==> config.mk <==
export PLATFORM = sky130hd
export DESIGN_NAME = bcd_time_gen
export DESIGN_NICKNAME = d
export VERILOG_FILES = /design/src/rtl/bcd_time_gen.sv
export SDC_FILE = /design/constraint.sdc
export NUM_CORES = 1
export LEC_CHECK = 0
export CAP_MARGIN = 10
export CORE_MARGIN = 3
export CORE_UTILIZATION = 35
export DETAILED_ROUTE_END_ITERATION = 12
export PLACE_DENSITY = 0.67
export REMOVE_ABC_BUFFERS = 1
export SLEW_MARGIN = 20
export SYNTH_ARGS = -nofsm -noshare
export SYNTH_HDL_FRONTEND = slang
export SYNTH_SLANG_ARGS = --single-unit
==> constraint.sdc <==
create_clock -name clk -period 5.2 [get_ports clk]
set_clock_uncertainty 0.1 [all_clocks]
set_input_delay 1.04 -clock clk [delete_from_list [all_inputs] [get_ports clk]]
set_output_delay 1.04 -clock clk [all_outputs]
set_load 0.05 [all_outputs]
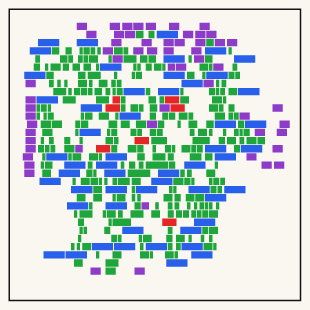
cell_classes.png
Drawn at 3 px/µm.
flip-flops: drawn in blue, cells 53, share of their area 30%. all other logic: drawn in green, cells 278, share of their area 51%. other buffers and delay cells: drawn in purple, cells 57, share of their area 16%. clock drivers and dummy loads: drawn in red, cells 7, share of their area 2.6%.
core box area: 7850 µm²
flop share of the area: 29.3%

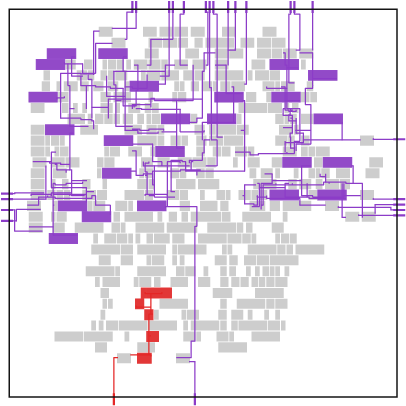
port_nets.png
Drawn at 4 px/µm.
en: drawn in red, bits 1, direction input, edge south, end cells 6, buffers 1, wire 41.2 µm. data_out: drawn in purple, bits 24, direction output, edge 14 north, 5 east, 4 west, 1 south, end cells 24, buffers 24, wire 1470 µm.
number of port buffers: 54
I/O pins: 55

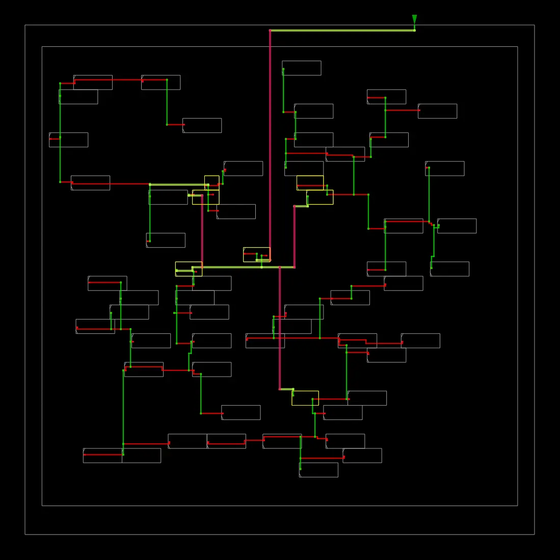
final_clocks.png
clock buffer count: 6
cts bufs inserted: 5
sequential cells: 53

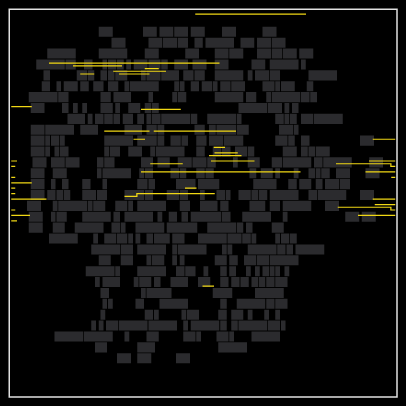
met3.png
Drawn at 4 px/µm. Cells faint in the background.
The wires run mostly horizontal. 36 nets have wire on it. The longest straight run is 42.3 µm.
met3 global-route usage: 1.86%
final WL: 7400 µm
DR vias: 2716

==> job_summary.md <==
## Implementation flow summary

| Metric | Value |
|---|---|
| Outcome | `completed` |
| Pre-antenna DRT Iters | `4` |
| Wire length on met2 | `between 3000 and 4000 µm` |
| Sequential Power Share | `between 50 and 60%` |
| P_sw | `0.000162 W` |
| Adder share | `2.18%` |
| CP peak stage delay | `0.74 ns` |
| Dpl cells | `490` |
| Unrepaired setup endpoints after global routing | `no` |
| Routing usage on met2 | `24.7%` |
| Cell taking the most area after synthesis | `dfxtp_1` |
| Synth Warn # | `0` |
| # rows | `32` |
| DP Area | `roughly 3500 µm²` |
| Post-CTS Resized | `0` |
| Worst skew pair latency | `0.31 ns` |
| Yosys Instances | `341` |
| Cell mode on critical path | `nand2_1` |
| Vias per cell | `5.46` |
| Power consumption | `between 0.0007 and 0.0008 W` |
| Total clock sinks | `53` |
| Inverter count | `8` |
| Fin worst setup slack | `1.61 ns` |
| Fin area | `3620 µm²` |
| R2R Setup Slk | `about 2.4 ns` |
| Logic area | `roughly 1700 µm²` |
| Largest cell class by area | `multi-input combinational cells` |
| Bufs and invs on worst path | `1` |
| Worst-Margin Slew | `0.869 ns` |
| First-pass GRT wire length | `11800 µm` |
| Post-synthesis cell area | `2870 µm²` |
| GRT Max-Usage Layer | `met2` |
| Post-synth mux share | `between 2 and 2.5%` |
| Commonest flop | `dfxtp_1` |
| CTS Hold Bufs | `0` |
| Post-Synth Simple-Gate Area | `34.7%` |
| Core Util, Final | `46.1%` |
| Chip area in the Yosys report | `around 2900 µm²` |
| Fraction of power spent switching nets | `a little under a quarter` |
| Most used logic cell in the final layout | `clkdlybuf4s50_1` |
| Leak | `1.21 nW` |
| Seq power | `0.000410 W` |
| Final net count | `428` |
| Synth top cell by count | `dfxtp_1` |
| Critical Path RT | `roughly 5.3 ns` |
| FMAX | `0.279 GHz` |
| Post-synth seq share | `36.9%` |
| Final antenna-violating net count | `0` |
| Fp util | `36.6%` |
| Part of the power in combinational logic | `7.1%` |
| Vias in the first global route | `2457` |
| Signal buf overhead | `between 10% and 20%` |
| DP HPWL | `5530 µm` |
| Setup Slack @ Placement | `1.27 ns` |
| Post-synth EDFFs | `0` |
| Die Width | `about 97 µm` |
| Drt drc | `0` |
| Top delay family on crit path | `simple AND/OR/NAND/NOR gates` |
| Internal Pwr Total | `0.000540 W` |
| Clock Power Share | `34.3%` |
| DR WL met3 | `350 µm` |
| Clk cell area share | `2.49%` |
| Largest net degree at the start of global routing | `27` |
| Startpoint Class | `primary input` |
| Worst hold path type | `flop to flop` |
Power figures rest on the tool's default switching activity, not on a simulated workload.
